$ cat config.mk
export PLATFORM = sky130hd
export DESIGN_NAME = keyboard_decoder
export DESIGN_NICKNAME = d
export VERILOG_FILES = /design/src/rtl/kbd_pkg.sv /design/src/rtl/scancode_parser.sv /design/src/rtl/keyboard_decoder.sv
export SDC_FILE = /design/constraint.sdc
export NUM_CORES = 1
export LEC_CHECK = 0
export CAP_MARGIN = 10
export CORE_UTILIZATION = 50
export CTS_CLUSTER_DIAMETER = 200
export CTS_CLUSTER_SIZE = 20
export DETAILED_ROUTE_END_ITERATION = 10
export GPL_ROUTABILITY_DRIVEN = 0
export PLACE_DENSITY_LB_ADDON = 0.08
export SETUP_SLACK_MARGIN = 0.02
export SYNTH_ARGS = -nofsm -noshare
export SYNTH_HDL_FRONTEND = slang
export SYNTH_SLANG_ARGS = --single-unit
$ cat constraint.sdc
create_clock -name clock -period 2.1 [get_ports clock]
set_input_delay 0.42 -clock clock [delete_from_list [all_inputs] [get_ports clock]]
set_output_delay 0.42 -clock clock [all_outputs]
set_load 0.05 [all_outputs]
$ cat src/rtl/kbd_pkg.sv
`default_nettype none
// ============================================================================
//  Module      : kbd_pkg
//  Description : Scancodes, key indices, parser state encoding and the
//                scancode-to-key lookup shared by the keyboard decoder.
//  Revision    : 1.0 - initial release
// ============================================================================
package kbd_pkg;

    // Sequence prefix bytes
    localparam logic [7:0] SC_E0    = 8'hE0;
    localparam logic [7:0] SC_E1    = 8'hE1;
    localparam logic [7:0] SC_F0    = 8'hF0;

    // Game key scancodes (P1 and Enter are plain, P2 keys are E0-extended)
    localparam logic [7:0] SC_W     = 8'h1D;
    localparam logic [7:0] SC_A     = 8'h1C;
    localparam logic [7:0] SC_S     = 8'h1B;
    localparam logic [7:0] SC_D     = 8'h23;
    localparam logic [7:0] SC_SPACE = 8'h29;
    localparam logic [7:0] SC_UP    = 8'h75;
    localparam logic [7:0] SC_LEFT  = 8'h6B;
    localparam logic [7:0] SC_DOWN  = 8'h72;
    localparam logic [7:0] SC_RIGHT = 8'h74;
    localparam logic [7:0] SC_CTRL  = 8'h14;
    localparam logic [7:0] SC_ENTER = 8'h5A;

    localparam int NUM_KEYS = 11;

    // Bit positions in the held vector
    localparam logic [3:0] KEY_P1_UP    = 4'd0;
    localparam logic [3:0] KEY_P1_LEFT  = 4'd1;
    localparam logic [3:0] KEY_P1_DOWN  = 4'd2;
    localparam logic [3:0] KEY_P1_RIGHT = 4'd3;
    localparam logic [3:0] KEY_P1_BOMB  = 4'd4;
    localparam logic [3:0] KEY_P2_UP    = 4'd5;
    localparam logic [3:0] KEY_P2_LEFT  = 4'd6;
    localparam logic [3:0] KEY_P2_DOWN  = 4'd7;
    localparam logic [3:0] KEY_P2_RIGHT = 4'd8;
    localparam logic [3:0] KEY_P2_BOMB  = 4'd9;
    localparam logic [3:0] KEY_START    = 4'd10;

    // Bytes that follow the E1 that opens a Pause sequence
    localparam logic [2:0] SKIP_LEN = 3'd7;

    typedef enum logic [2:0] {
        ST_IDLE    = 3'd0,
        ST_EXT     = 3'd1,
        ST_BRK     = 3'd2,
        ST_EXT_BRK = 3'd3,
        ST_SKIP    = 3'd4
    } parse_state_t;

    typedef struct packed {
        logic       valid;
        logic [3:0] idx;
    } key_hit_t;

    // Map a completed scancode (with its extended flag) onto a key index
    function automatic key_hit_t key_lookup(input logic [7:0] code, input logic ext);
        key_hit_t r;
        r.valid = 1'b1;
        r.idx   = 4'd0;
        if (!ext) begin
            case (code)
                SC_W:     r.idx = KEY_P1_UP;
                SC_A:     r.idx = KEY_P1_LEFT;
                SC_S:     r.idx = KEY_P1_DOWN;
                SC_D:     r.idx = KEY_P1_RIGHT;
                SC_SPACE: r.idx = KEY_P1_BOMB;
                SC_ENTER: r.idx = KEY_START;
                default:  r.valid = 1'b0;
            endcase
        end else begin
            case (code)
                SC_UP:    r.idx = KEY_P2_UP;
                SC_LEFT:  r.idx = KEY_P2_LEFT;
                SC_DOWN:  r.idx = KEY_P2_DOWN;
                SC_RIGHT: r.idx = KEY_P2_RIGHT;
                SC_CTRL:  r.idx = KEY_P2_BOMB;
                default:  r.valid = 1'b0;
            endcase
        end
        return r;
    endfunction

endpackage
`default_nettype wire

$ cat src/rtl/scancode_parser.sv
`default_nettype none
// ============================================================================
//  Module      : scancode_parser
//  Description : Splits the PS/2 byte stream into make/break events with an
//                extended flag; swallows Pause sequences and abandons partial
//                sequences after an idle timeout.
//  Revision    : 1.0 - initial release
// ============================================================================
module scancode_parser
    import kbd_pkg::*;
#(
    parameter int TIMEOUT_CYCLES = 500000,
    parameter int TO_W           = 19
) (
    input  logic       clock,
    input  logic       reset_n,
    input  logic [7:0] byte_in,
    input  logic       byte_en,
    input  logic       clear,
    output logic [7:0] code,
    output logic       ext,
    output logic       brk,
    output logic       code_valid
);

    localparam logic [TO_W-1:0] TO_LAST = TO_W'(TIMEOUT_CYCLES - 1);

    parse_state_t    state, state_nx;
    logic [2:0]      skip_cnt, skip_nx;
    logic [TO_W-1:0] to_cnt, to_nx;

    // Next state; the decoded event is combinational so the top can register
    // the held/pulse update on the same edge that ends the strobe cycle.
    always_comb begin
        state_nx   = state;
        skip_nx    = skip_cnt;
        to_nx      = to_cnt;
        code       = byte_in;
        ext        = 1'b0;
        brk        = 1'b0;
        code_valid = 1'b0;
        if (clear) begin
            state_nx = ST_IDLE;
            skip_nx  = '0;
            to_nx    = '0;
        end else if (byte_en) begin
            to_nx = '0;
            case (state)
                ST_IDLE: begin
                    if (byte_in == SC_E0) begin
                        state_nx = ST_EXT;
                    end else if (byte_in == SC_F0) begin
                        state_nx = ST_BRK;
                    end else if (byte_in == SC_E1) begin
                        state_nx = ST_SKIP;
                        skip_nx  = SKIP_LEN;
                    end else begin
                        code_valid = 1'b1;
                    end
                end
                ST_EXT: begin
                    if (byte_in == SC_F0) begin
                        state_nx = ST_EXT_BRK;
                    end else begin
                        code_valid = 1'b1;
                        ext        = 1'b1;
                        state_nx   = ST_IDLE;
                    end
                end
                ST_BRK: begin
                    code_valid = 1'b1;
                    brk        = 1'b1;
                    state_nx   = ST_IDLE;
                end
                ST_EXT_BRK: begin
                    code_valid = 1'b1;
                    brk        = 1'b1;
                    ext        = 1'b1;
                    state_nx   = ST_IDLE;
                end
                ST_SKIP: begin
                    skip_nx = skip_cnt - 3'd1;
                    if (skip_cnt <= 3'd1) begin
                        skip_nx  = '0;
                        state_nx = ST_IDLE;
                    end
                end
                default: state_nx = ST_IDLE;
            endcase
        end else if (state != ST_IDLE) begin
            if (to_cnt == TO_LAST) begin
                state_nx = ST_IDLE;
                skip_nx  = '0;
                to_nx    = '0;
            end else begin
                to_nx = to_cnt + 1'b1;
            end
        end
    end

    // Parser state, skip counter and timeout counter registers
    always_ff @(posedge clock or negedge reset_n) begin
        if (!reset_n) begin
            state    <= ST_IDLE;
            skip_cnt <= '0;
            to_cnt   <= '0;
        end else begin
            state    <= state_nx;
            skip_cnt <= skip_nx;
            to_cnt   <= to_nx;
        end
    end

endmodule
`default_nettype wire

$ cat src/rtl/keyboard_decoder.sv
`default_nettype none
// ============================================================================
//  Module      : keyboard_decoder
//  Description : Turns parsed scancode events into held-key state, per-player
//                movement controls and one-shot bomb/start pulses.
//  Revision    : 1.0 - initial release
// ============================================================================
module keyboard_decoder
    import kbd_pkg::*;
#(
    parameter int TIMEOUT_CYCLES = 500000,
    parameter int TO_W           = 19
) (
    input  logic                clock,
    input  logic                reset_n,
    input  logic [7:0]          ps2_byte,
    input  logic                ps2_byte_en,
    input  logic                clear_keys,
    output logic                p1_xmov,
    output logic                p1_xdir,
    output logic                p1_ymov,
    output logic                p1_ydir,
    output logic                p2_xmov,
    output logic                p2_xdir,
    output logic                p2_ymov,
    output logic                p2_ydir,
    output logic                p1_bomb,
    output logic                p2_bomb,
    output logic                start,
    output logic [NUM_KEYS-1:0] held
);

    logic [7:0]          code;
    logic                ext;
    logic                brk;
    logic                code_valid;
    key_hit_t            hit;
    logic [NUM_KEYS-1:0] onehot;
    logic [NUM_KEYS-1:0] held_nx;
    logic                was_held;
    logic                p1_bomb_nx;
    logic                p2_bomb_nx;
    logic                start_nx;

    scancode_parser #(
        .TIMEOUT_CYCLES (TIMEOUT_CYCLES),
        .TO_W           (TO_W)
    ) u_parser (
        .clock      (clock),
        .reset_n    (reset_n),
        .byte_in    (ps2_byte),
        .byte_en    (ps2_byte_en),
        .clear      (clear_keys),
        .code       (code),
        .ext        (ext),
        .brk        (brk),
        .code_valid (code_valid)
    );

    // Held-vector update and edge-detected pulses; typematic repeats of an
    // already-held key leave held unchanged and fire nothing.
    always_comb begin
        hit        = key_lookup(code, ext);
        onehot     = {{(NUM_KEYS-1){1'b0}}, 1'b1} << hit.idx;
        was_held   = |(held & onehot);
        held_nx    = held;
        p1_bomb_nx = 1'b0;
        p2_bomb_nx = 1'b0;
        start_nx   = 1'b0;
        if (code_valid && hit.valid) begin
            if (brk) begin
                held_nx = held & ~onehot;
            end else begin
                held_nx = held | onehot;
                if (!was_held) begin
                    p1_bomb_nx = (hit.idx == KEY_P1_BOMB);
                    p2_bomb_nx = (hit.idx == KEY_P2_BOMB);
                    start_nx   = (hit.idx == KEY_START);
                end
            end
        end
    end

    // Held keys and pulse registers; clear_keys wipes both without a pulse
    always_ff @(posedge clock or negedge reset_n) begin
        if (!reset_n) begin
            held    <= '0;
            p1_bomb <= 1'b0;
            p2_bomb <= 1'b0;
            start   <= 1'b0;
        end else if (clear_keys) begin
            held    <= '0;
            p1_bomb <= 1'b0;
            p2_bomb <= 1'b0;
            start   <= 1'b0;
        end else begin
            held    <= held_nx;
            p1_bomb <= p1_bomb_nx;
            p2_bomb <= p2_bomb_nx;
            start   <= start_nx;
        end
    end

    // Opposing keys on one axis cancel; dir is 1 toward increasing coordinate
    assign p1_xmov = held[KEY_P1_LEFT] ^ held[KEY_P1_RIGHT];
    assign p1_xdir = held[KEY_P1_RIGHT] & ~held[KEY_P1_LEFT];
    assign p1_ymov = held[KEY_P1_UP] ^ held[KEY_P1_DOWN];
    assign p1_ydir = held[KEY_P1_DOWN] & ~held[KEY_P1_UP];
    assign p2_xmov = held[KEY_P2_LEFT] ^ held[KEY_P2_RIGHT];
    assign p2_xdir = held[KEY_P2_RIGHT] & ~held[KEY_P2_LEFT];
    assign p2_ymov = held[KEY_P2_UP] ^ held[KEY_P2_DOWN];
    assign p2_ydir = held[KEY_P2_DOWN] & ~held[KEY_P2_UP];

endmodule
`default_nettype wire

==> out/qor.yml, run 1 <==
setup_path:
  r2r-end: "p2_bomb$_DFF_PN0_"
  worstPathBufferInverterCount: 4
  worst_ep_arrival_time_ns: 2.39
  end_kind: "flip-flop"
  path_cells: "buf_6, buf_6, or4b_4, or3_4, buf_4, a311oi_2, buf_4, nand4_1, mux2i_1"
  timing.rr.start: "u_parser.state[2]$_DFFE_PN0P_"
  cp_top_family: "simple AND/OR/NAND/NOR gates"
  critical-path-max-stage-delay_ns: 0.51
  cp_max_fo: 6
  crit_path_end: "held[2]$_DFFE_PN0P_"
  cp.required_ns: 2.29
  rrSetupSlack_ns: -0.09
  critPathLaunch: "ps2_byte[1]"
  r2r_cells: 8
  worstSetupPathType: "in2reg"
  start_kind: "input pin"
  critical-path-slowest-cell: "or4b_4"
  cp.depth: 9
clock_network:
  cts_tree: "done"
  cts.sinks: 39
  cts_buffers: 5
  clk_latency_ns: 0.30
  ctsLongestPathBuffers: 2
  clockRootBuffer: "clkbuf_8"
  path_clk_slew_ns: 0.09
  htree_num_levels: 2
placement:
  pre_cts_slack_ns: -0.952
  dp_hpwl_mm: 5.61
  port_buffers: 33
  dpl_cell_area_um2: 3630
  dp_cells: 463
route:
  viasPerCell: 5.90
  drtIter0Drc: 202
  vias: 2818
  wirelength_mm: 7.86
  dr.pass1.iters: 4
  routedWlPerCell_um: 16.4
  ant_nets: 0
  drc: 0
yosys:
  ys_ff: 39
  syn-cell-area_um2: 2650
  yosysMostFrequentCell: "dfrtp_1"
  synthTopCellsByCount: "39 x dfrtp_1, 34 x nor2_1, 25 x nand2_1"
  yosysTopAreaCellShare_pct: 36.8
  postSynth.asyncResetShare_pct: 100
  enable_flop_cells: 0
  synth_seq_share_pct: 36.8
  largest_area_cell: "dfrtp_1"
  ys_cells: 298
  topCellsByArea: "dfrtp_1 37%, nor2_1 4.8%, nand2_1 3.5%"
  syn_avg_cell_area_um2: 8.91
  synth-main-ff-cell: "dfrtp_1"
  syn-instance-count: 298
  ys_types: 69
  ys_chip_area_um2: 2650
  floorplan.nets: 316
  yosys_warnings: 0
run:
  tool_warnings: 29
  cap_violations: 0
grt:
  grt_busiest_layer: "met2"
  grt_pass1_vias: 2857
  grt_pass1_wl_mm: 12.7
  gr-usage-met2_pct: 55.8
  gr-total-overflow: 0
  use_met1_pct: 34.3
  grt_max_degree: 40
  use_met3_pct: 4.28
  grt_usage_pct: 29.8
  antenna_found_initial: 0
floorplanning:
  rows: 26
  io_pins: 34
  coreArea_um2: 5110
  die-height_um: 74.9
  die_x_um: 74.9
  die-area_um2: 5600
  initCoreUtil_pct: 52.0
layout:
  final_util_pct: 79.3
  syn2layout_area_growth_pct: 52.7
  nNetsFinal: 425
  finalInstanceArea_um2: 4050
  diodes: 0
  fin_cells: 478
  layout-drive-gt1-share_pct: 39.0
power:
  top_power_group: "sequential cells"
  switchingPower_mw: 0.481
  comb-power_mw: 0.323
  seq_power_share_pct: 44.5
  pg_clk_mw: 0.647
  intPower_mw: 1.27
  p_seq_mw: 0.778
  power_mw: 1.75
  power_switching_share_pct: 27.5
  p_clk_share_pct: 37.0
  vdd.ir_drop.worst_v: 0.000304
  p_per_area_nw_per_um2: 432
  pwr-share-comb_pct: 18.5
  p_leak_nw: 1.73
final_timing:
  setup_tns_ns: -0.739
  maxSlewHeadroom_pct: 64.7
  hold_viol: 0
  setup_ws_ns: -0.103
  max_freq_mhz: 454
  post-route-period-util_pct: 105
  min_period_ns: 2.20
  finalMaxSlewViolations: 0
  clock-skew-final_ns: 0.0117
  hold_slack_ns: 0.175
  worst_pin_slew_ns: 0.528
  rsz0062_at_grt: "true"
  setup_viol_count_final: 12
worst_hold_path:
  hold_path_class: "in2async"
status:
  outcome: "finished with violations"
  violations: "setup timing"
run 1: repair_timing:
action                                  4_1_cts  5_1_grt
hold buffers                                  0        0
endpoints found under the setup margin       20       21
gates cloned                                  0        0
resized                                      80       19
pin swaps                                    21       17
setup buffers                                 5        3
run 1: sequential cells by signal, summed over array words and instances, names as in the netlist:
| signal | count |
|---|---|
| p2_bomb | 1 |
| u_parser.skip_cnt | 3 |
| u_parser.to_cnt | 19 |
| u_parser.state | 3 |
| p1_bomb | 1 |
| start | 1 |
| held | 11 |
run 1: area by class of cell:
cell class	instances	area (µm²)
Multi-Input combinational cell	236	1870
Inverter	13	48.8
Clock inverter	3	43.8
Tap cell	70	87.6
Timing Repair Buffer	112	956
Fill cell	341	1060
Clock buffer	5	68.8
Sequential cell	39	976
run 1: per-layer routing:
layer	wire length, µm	vias to the layer above	part of all wire [%]
met5	0	-	0
li1	-	1331	-
met4	176	0	2.2
met1	3260	1378	41
met2	4140	90	53
met3	287	19	3.7
run 1: cells in the final DEF, fill, tap and decap left out, types with 3 or more instances in the layout:
cell type         n
or4b_4            3
nor3_1            5
o211ai_1          4
nand3b_1          4
or3_1             4
nor3_2            3
a31oi_1           3
and2_1            3
mux2i_1           4
nor2_1           32
nand3_1          11
ha_1              6
buf_6            12
o21ai_0          15
nand2b_1          7
nor2b_1           3
o31ai_1           4
clkdlybuf4s50_1  14
a21oi_1           5
inv_1            13
a21oi_2           4
xor2_1            8
dfrtp_1          39
nand4_1           5
clkbuf_8          5
or2_2             3
nand2_1          24
a2111oi_4         3
buf_4            77
buf_2             3
xnor2_1           4
run 1: cell families after synthesis:
family	synth area share [%]
AND-OR/OR-AND	21.0
XOR/XNOR	3.96
adder cells (fa/ha/maj)	2.83
buffers and inverters	3.44
flip-flops	36.8
multiplexers	1.89
AND/OR/NAND/NOR	30.1
run_1/layer_met2.png
Bar = 20 µm.
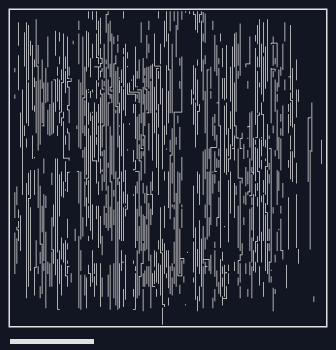
nets with wire on the layer	380
main direction	vertical
share of all routed wire	53%
longest straight run	31.6 µm
wire length on this layer	4140 µm

run_1/power_grid.png
Pins as bars on the die edge. Tap cells in gray.
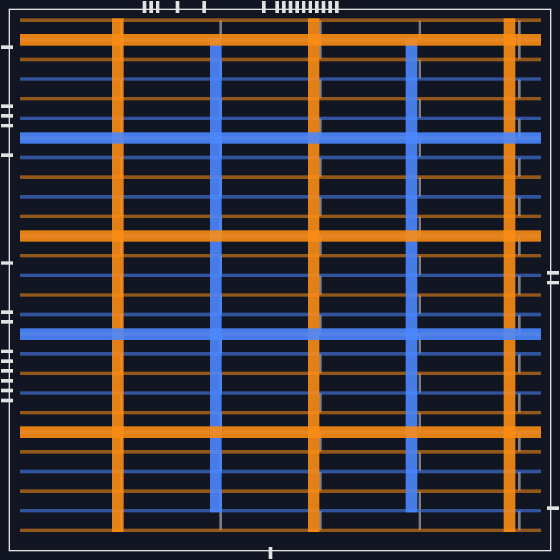
color	net
orange	VSS
blue	VDD
signal pins	34
tap cells	70
met4 straps	5
met5 straps	5

run_1/clk_routes.png
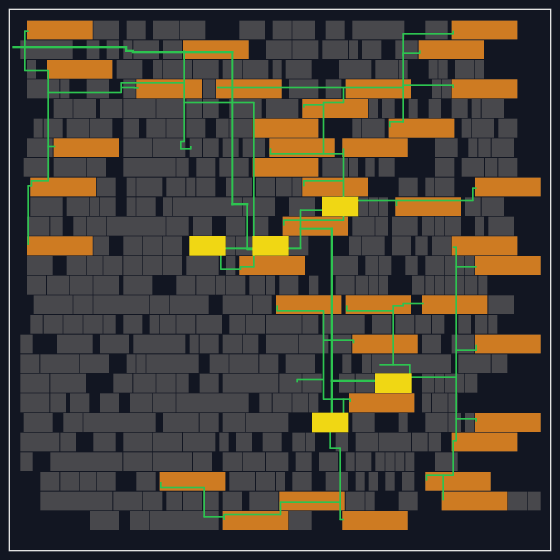
[green] clock wires | length: 541 µm
[yellow] clock drivers | count: 5
[orange] flip-flops | count: 39
flops lie	widely spread

## Run 2: what changed since run 1
CORE_MARGIN = 2   (was unset)
run_2/clk_routes.png
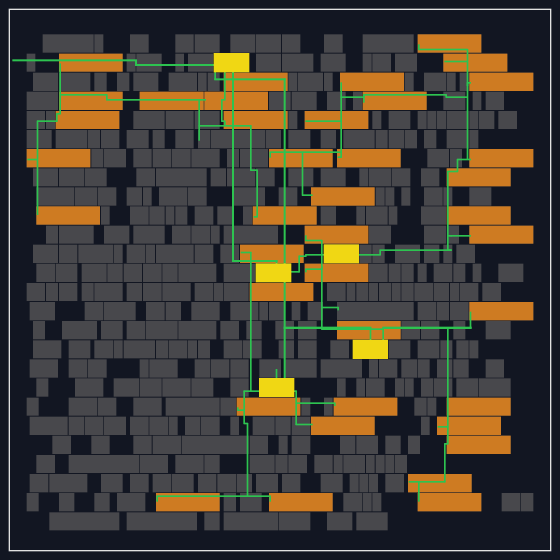
[green] clock wires | length: 514 µm
[orange] flip-flops | count: 39
[yellow] clock drivers | count: 5
routed clock nets	6
flops lie	widely spread
clk pwr: 0.635 mW
Clock Latency Late Sink: 0.30 ns
Clock Power Share: 36.9%

run_2/layer_met2.png
Bar = 20 µm.
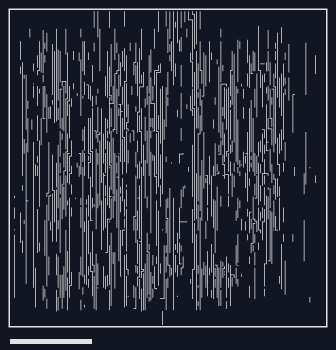
main direction	vertical
nets with wire on the layer	389
longest straight run	35.4 µm
WL final: 7.58 mm
met2 usage: 48.2%
DR vias: 2816

==> out/qor.yml, run 2 <==
setup_path:
  cp_max_fo: 5  # was 6
  critical-path-slowest-cell: "a311o_2"  # was or4b_4
  path_cells: "buf_8, buf_6, or3b_4, a2111oi_4, nor2_2, a311o_2, buf_6, or3_4, a21oi_2"  # was buf_6, buf_6, or4b_4, or3_4, buf_4, a311oi_2, buf_4, nand4_1, mux2i_1
  start_kind: "input pin"  # unchanged
  worstPathBufferInverterCount: 3  # was 4
  worst_ep_arrival_time_ns: 2.53  # was 2.39 ns
  cp.required_ns: 2.33  # was 2.29 ns
  cp_top_family: "AND-OR/OR-AND gates"  # was simple AND/OR/NAND/NOR gates
  end_kind: "flip-flop"  # unchanged
  worstSetupPathType: "in2reg"  # unchanged
power:
  switchingPower_mw: 0.460  # was 0.481 mW
  intPower_mw: 1.26  # was 1.27 mW
yosys:
  ys_sh_aoi_pct: 21.0  # unchanged
  ys_sh_simple_pct: 30.1  # unchanged
  syn-cell-area_um2: 2650  # unchanged
  synthTopCellsByCount: "39 x dfrtp_1, 34 x nor2_1, 25 x nand2_1"  # unchanged
  yosysTopAreaCellShare_pct: 36.8  # unchanged
  yosys.area_share.xor_xnor_pct: 3.96  # unchanged
  yosys_warnings: 0  # unchanged
  floorplan.nets: 316  # unchanged
  enable_flop_cells: 0  # unchanged
  syn-instance-count: 298  # unchanged
  mux_share_pct: 1.89  # unchanged
  topCellsByArea: "dfrtp_1 37%, nor2_1 4.8%, nand2_1 3.5%"  # unchanged
  ys_types: 69  # unchanged
  logic_family: "simple AND/OR/NAND/NOR gates"  # unchanged
  synth_seq_share_pct: 36.8  # unchanged
  yosysMostFrequentCell: "dfrtp_1"  # unchanged
placement:
  port_buffers: 33  # unchanged
  dpl_cell_area_um2: 3640  # was 3630 µm²
  pre_cts_slack_ns: -0.933  # was -0.952 ns
  dp_cells: 464  # was 463
grt:
  grt_pass1_vias: 2829  # was 2857
  grt_max_degree: 40  # unchanged
final_timing:
  worst_pin_slew_ns: 0.507  # was 0.528 ns
  min_period_ns: 2.31  # was 2.20 ns
  clock-skew-final_ns: 0.0118  # was 0.0117 ns
  hold_viol: 0  # unchanged
  setup_viol_count_final: 14  # was 12
  maxSlewHeadroom_pct: 66.1  # was 64.7%
  hold_slack_ns: 0.168  # was 0.175 ns
  post-route-period-util_pct: 110  # was 105%
  setup_ws_ns: -0.207  # was -0.103 ns
route:
  drt-met1-wl_mm: 3.19  # was 3.26 mm
  dr.pass1.iters: 4  # unchanged
  met3_length_um: 290  # was 287 µm
  ant_nets: 0  # unchanged
  drc: 0  # unchanged
  viasPerCell: 5.89  # was 5.90
layout:
  syn2layout_area_growth_pct: 50.3  # was 52.7%
  layout-drive-gt1-share_pct: 38.2  # was 39.0%
  mostFrequentLayoutCell: "buf_4"  # unchanged
  diodes: 0  # unchanged
  reg.largest.list: "u_parser.to_cnt: 19 flops, held: 11 flops"  # unchanged
  finalInstanceArea_um2: 3990  # was 4050 µm²
  final_cell_mix: "75 x buf_4, 39 x dfrtp_1, 33 x nor2_1"  # was 77 x buf_4, 39 x dfrtp_1, 32 x nor2_1
  largest_register_ffs: 19  # unchanged
clock_network:
  clockRootBuffer: "clkbuf_8"  # unchanged
  cts_hold_buf: 0  # unchanged
  path_clk_slew_ns: 0.08  # was 0.09 ns
  cts_tree: "done"  # unchanged
  cts.sinks: 39  # unchanged
  cts_buffers: 5  # unchanged
  htree_num_levels: 2  # unchanged
run:
  tool_warnings: 29  # unchanged
status:
  violations: "setup timing"  # unchanged
  outcome: "finished with violations"  # unchanged
worst_hold_path:
  hold_path_class: "in2async"  # unchanged
floorplanning:
  die_x_um: 76.9  # was 74.9 µm
  io_pins: 34  # unchanged
  die-area_um2: 5910  # was 5600 µm²
## run 2: worst paths after layout
check	from	end	slack (ns)	cells after the start
worst min-delay path	reset_n	u_parser.to_cnt[3]$_DFFE_PN0P_	0.17	2
min in group clock	held[9]$_DFFE_PN0P_	p2_bomb$_DFF_PN0_	0.51	1
worst max register to register	u_parser.state[2]$_DFFE_PN0P_	p2_bomb$_DFF_PN0_	0.01	7
max in group asynchronous	reset_n	u_parser.to_cnt[5]$_DFFE_PN0P_	1.58	2
worst max-delay path	ps2_byte[0]	held[4]$_DFFE_PN0P_	-0.21	9
worst min register to register	held[9]$_DFFE_PN0P_	p2_bomb$_DFF_PN0_	0.51	1
## run 2: power groups by stage
stage | Combinational [mW] | Sequential [mW] | Clock [mW]
detailed placement | 0.286 | 0.791 | 0
finish | 0.310 | 0.776 | 0.635
global route | 0.341 | 0.778 | 0.678
floorplan | 0.150 | 0.789 | 0
CTS | 0.300 | 0.776 | 0.643
global placement | 0.277 | 0.791 | 0
## run 2: layout make-up
class	instances	area [µm²]
multi-input combinational	236	1810
fill	355	1120
sequential	39	976
clock inverter	3	43.8
tap	70	87.6
timing repair buffer	112	950
inverter	13	48.8
clock buffer	5	68.8
## run 2: repair_timing
| action | 4_1_cts | 5_1_grt |
|---|---|---|
| gates cloned | 0 | 0 |
| pin swaps | 15 | 24 |
| setup buffers | 6 | 1 |
| resized | 56 | 25 |
| setup endpoints to repair | 20 | 19 |
## run 2: through the flow
| stage | setup TNS [ns] | util [%] | power [mW] |
|---|---|---|---|
| detailed placement | -17.22 | 71.2 | 1.08 |
| floorplan | -1.34 | - | 0.939 |
| global placement | -15.95 | 71.2 | 1.07 |
| global route | -2.33 | 78.1 | 1.80 |
| finish | -1.71 | 78.1 | 1.72 |
| CTS | -2.22 | 76.0 | 1.72 |
## Run 3: what changed since run 2
CTS_CLUSTER_DIAMETER = 150   (was 200)
run_3/clk_routes.png
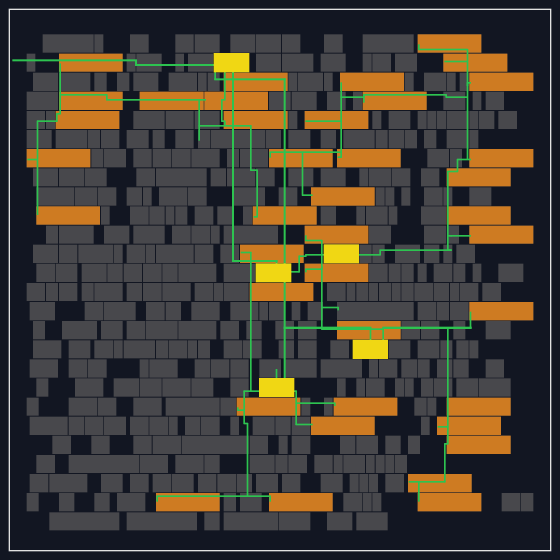
[yellow] clock drivers | count: 5
[orange] flip-flops | count: 39
[green] clock wires | length: 514 µm
routed clock nets	6
Worst Skew: 0.0118 ns

run_3/placement_by_type.png
Bar = 20 µm. Fill, decap, tap and diode cells in gray.
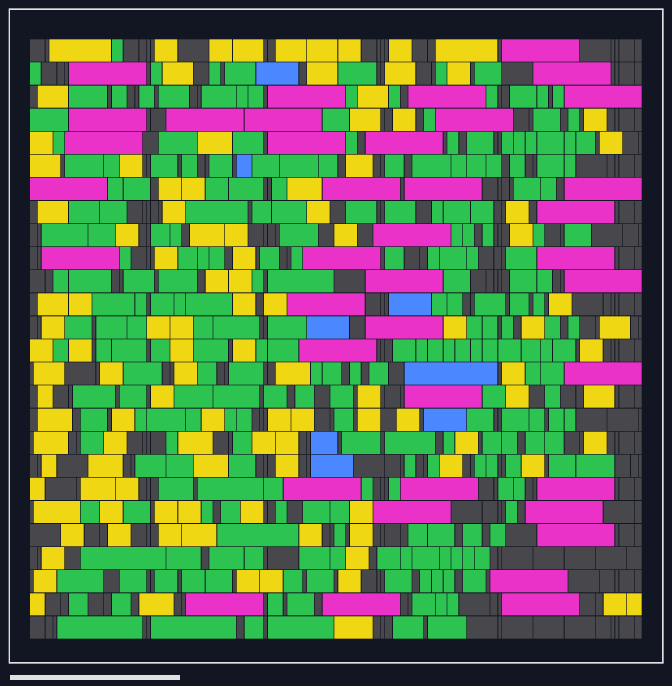
color	class	cells
magenta	flops	39
yellow	other buffers and delay cells	112
blue	clock drivers and dummy loads	8
green	combinational and other logic	249

==> out/qor.yml, run 3 <==
status:
  outcome: "finished with violations"  # unchanged
  violations: "setup timing"  # unchanged
layout:
  final_util_pct: 78.1  # unchanged
  finalInstanceArea_um2: 3990  # unchanged
  reg.largest.list: "u_parser.to_cnt: 19 flops, held: 11 flops"  # unchanged
  regMostFlops: "u_parser.to_cnt"  # unchanged
  nNetsFinal: 425  # unchanged
  largest_register_ffs: 19  # unchanged
  fill_cells: 355  # unchanged
  syn2layout_area_growth_pct: 50.3  # unchanged
  layout-drive-gt1-share_pct: 38.2  # unchanged
  diodes: 0  # unchanged
  mostFrequentLayoutCell: "buf_4"  # unchanged
yosys:
  yosysMostFrequentCell: "dfrtp_1"  # unchanged
  largest_area_cell: "dfrtp_1"  # unchanged
  ys_types: 69  # unchanged
  synthTopCellsByCount: "39 x dfrtp_1, 34 x nor2_1, 25 x nand2_1"  # unchanged
  ys_chip_area_um2: 2650  # unchanged
  yosysTopAreaCellShare_pct: 36.8  # unchanged
  postSynth.asyncResetShare_pct: 100  # unchanged
  syn_avg_cell_area_um2: 8.91  # unchanged
  enable_flop_cells: 0  # unchanged
  synth-main-ff-cell: "dfrtp_1"  # unchanged
  floorplan.nets: 316  # unchanged
  synth_seq_share_pct: 36.8  # unchanged
  topCellsByArea: "dfrtp_1 37%, nor2_1 4.8%, nand2_1 3.5%"  # unchanged
  syn-instance-count: 298  # unchanged
setup_path:
  r2r-end: "p2_bomb$_DFF_PN0_"  # unchanged
  timing.rr.start: "u_parser.state[2]$_DFFE_PN0P_"  # unchanged
  start_kind: "input pin"  # unchanged
  rrSetupSlack_ns: 0.01  # about the same
  cp_max_fo: 5  # unchanged
  crit_path_end: "held[4]$_DFFE_PN0P_"  # unchanged
  worstPathBufferInverterCount: 3  # unchanged
  critPathLaunch: "ps2_byte[0]"  # unchanged
  worstSetupPathType: "in2reg"  # unchanged
  critical-path-slowest-cell: "a311o_2"  # unchanged
  path_cells: "buf_8, buf_6, or3b_4, a2111oi_4, nor2_2, a311o_2, buf_6, or3_4, a21oi_2"  # unchanged
  critical-path-max-stage-delay_ns: 0.44  # about the same
  cp.depth: 9  # unchanged
  cp_top_family: "AND-OR/OR-AND gates"  # unchanged
  r2r_cells: 7  # unchanged
  end_kind: "flip-flop"  # unchanged
route:
  drc: 0  # unchanged
  ant_nets: 0  # unchanged
  drtIter0Drc: 114  # unchanged
  dr.pass1.iters: 4  # unchanged
  routedWlPerCell_um: 15.8  # unchanged
  wirelength_mm: 7.58  # unchanged
floorplanning:
  io_pins: 34  # unchanged
  die-area_um2: 5910  # unchanged
  initCoreUtil_pct: 52.0  # unchanged
  die-height_um: 76.9  # unchanged
  die_x_um: 76.9  # unchanged
  rows: 26  # unchanged
  coreArea_um2: 5110  # unchanged
grt:
  grt_usage_pct: 26.4  # unchanged
  gr-total-overflow: 0  # unchanged
  grt_pass1_vias: 2829  # unchanged
  grt_pass1_wl_mm: 12.7  # unchanged
  antenna_found_initial: 0  # unchanged
  grt_max_degree: 40  # unchanged
final_timing:
  post-route-period-util_pct: 110  # unchanged
  setup_viol_count_final: 14  # unchanged
  max_freq_mhz: 434  # unchanged
  rsz0062_at_grt: "true"  # unchanged
  min_period_ns: 2.31  # unchanged
  worst_pin_slew_ns: 0.507  # unchanged
  hold_slack_ns: 0.168  # unchanged
  setup_ws_ns: -0.207  # unchanged
  setup_tns_ns: -1.71  # unchanged
  finalMaxSlewViolations: 0  # unchanged
clock_network:
  cts_buffers: 5  # unchanged
  ctsLongestPathBuffers: 2  # unchanged
  clk_latency_ns: 0.30  # about the same
  path_clk_slew_ns: 0.08  # about the same
  htree_num_levels: 2  # unchanged
  cts_hold_buf: 0  # unchanged
  cts.sinks: 39  # unchanged
  cts_tree: "done"  # unchanged
power:
  p_per_area_nw_per_um2: 432  # unchanged
  vdd.ir_drop.worst_v: 0.000243  # unchanged
  power_mw: 1.72  # unchanged
  p_leak_nw: 1.72  # unchanged
placement:
  dp_hpwl_mm: 5.51  # unchanged
  port_buffers: 33  # unchanged
  dpl_cell_area_um2: 3640  # unchanged
worst_hold_path:
  hold_path_class: "in2async"  # unchanged
==> run 3: cell counts after synthesis <==
No cell type changed its count.
==> run 3: cell families after synthesis <==
group | count (synthesis) | synth area share (%)
compound gates | 72 | 21.0
xor+xnor | 12 | 3.96
fa+ha+maj | 6 | 2.83
buf+inv | 23 | 3.44
flops | 39 | 36.8
mux | 5 | 1.89
simple gates | 141 | 30.1
==> run 3: what timing repair did <==
action,in CTS,in global routing
buffers inserted,6,1
gates resized,56,25
setup endpoints to repair,20,19
pin swaps,15,24
endpoints found under the hold margin,0,0
==> run 3: stage by stage <==
| step | worst slack, ns | cells |
|---|---|---|
| final | -0.207 | 478 |
| after global routing | -0.218 | 478 |
| after floorplan | -0.205 | 298 |
| after global placement | -0.855 | 464 |
| after CTS | -0.221 | 478 |
| after detailed placement | -0.933 | 464 |
==> run 3: final cells by class <==
cell class | count | area, µm² | area share (%)
repair buffers | 112 | 950 | 23.8
clock inverters | 3 | 43.8 | 1.10
clock buffers | 5 | 68.8 | 1.73
inverters | 13 | 48.8 | 1.22
multi-input cells | 236 | 1810 | 45.5
well taps | 70 | 87.6 | 2.20
flip-flops and latches | 39 | 976 | 24.5
==> run 3: where the power goes <==
part           switching, mW  total (mW)  internal (mW)
logic                  0.168       0.310          0.142
registers             0.0109       0.776          0.765
clock network          0.281       0.635          0.354
==> run 3: layer usage <==
metal  GRT usage (%)  part of all wire, %  vias to the layer above
li1                -                    -                     1338
met1            30.7                   42                     1375
met2            48.2                   52                       83
met3            4.12                  3.8                       20
met4            10.7                  2.6                        0
met5               0                    0                        -
Power figures rest on the tool's default switching activity, not on a simulated workload.
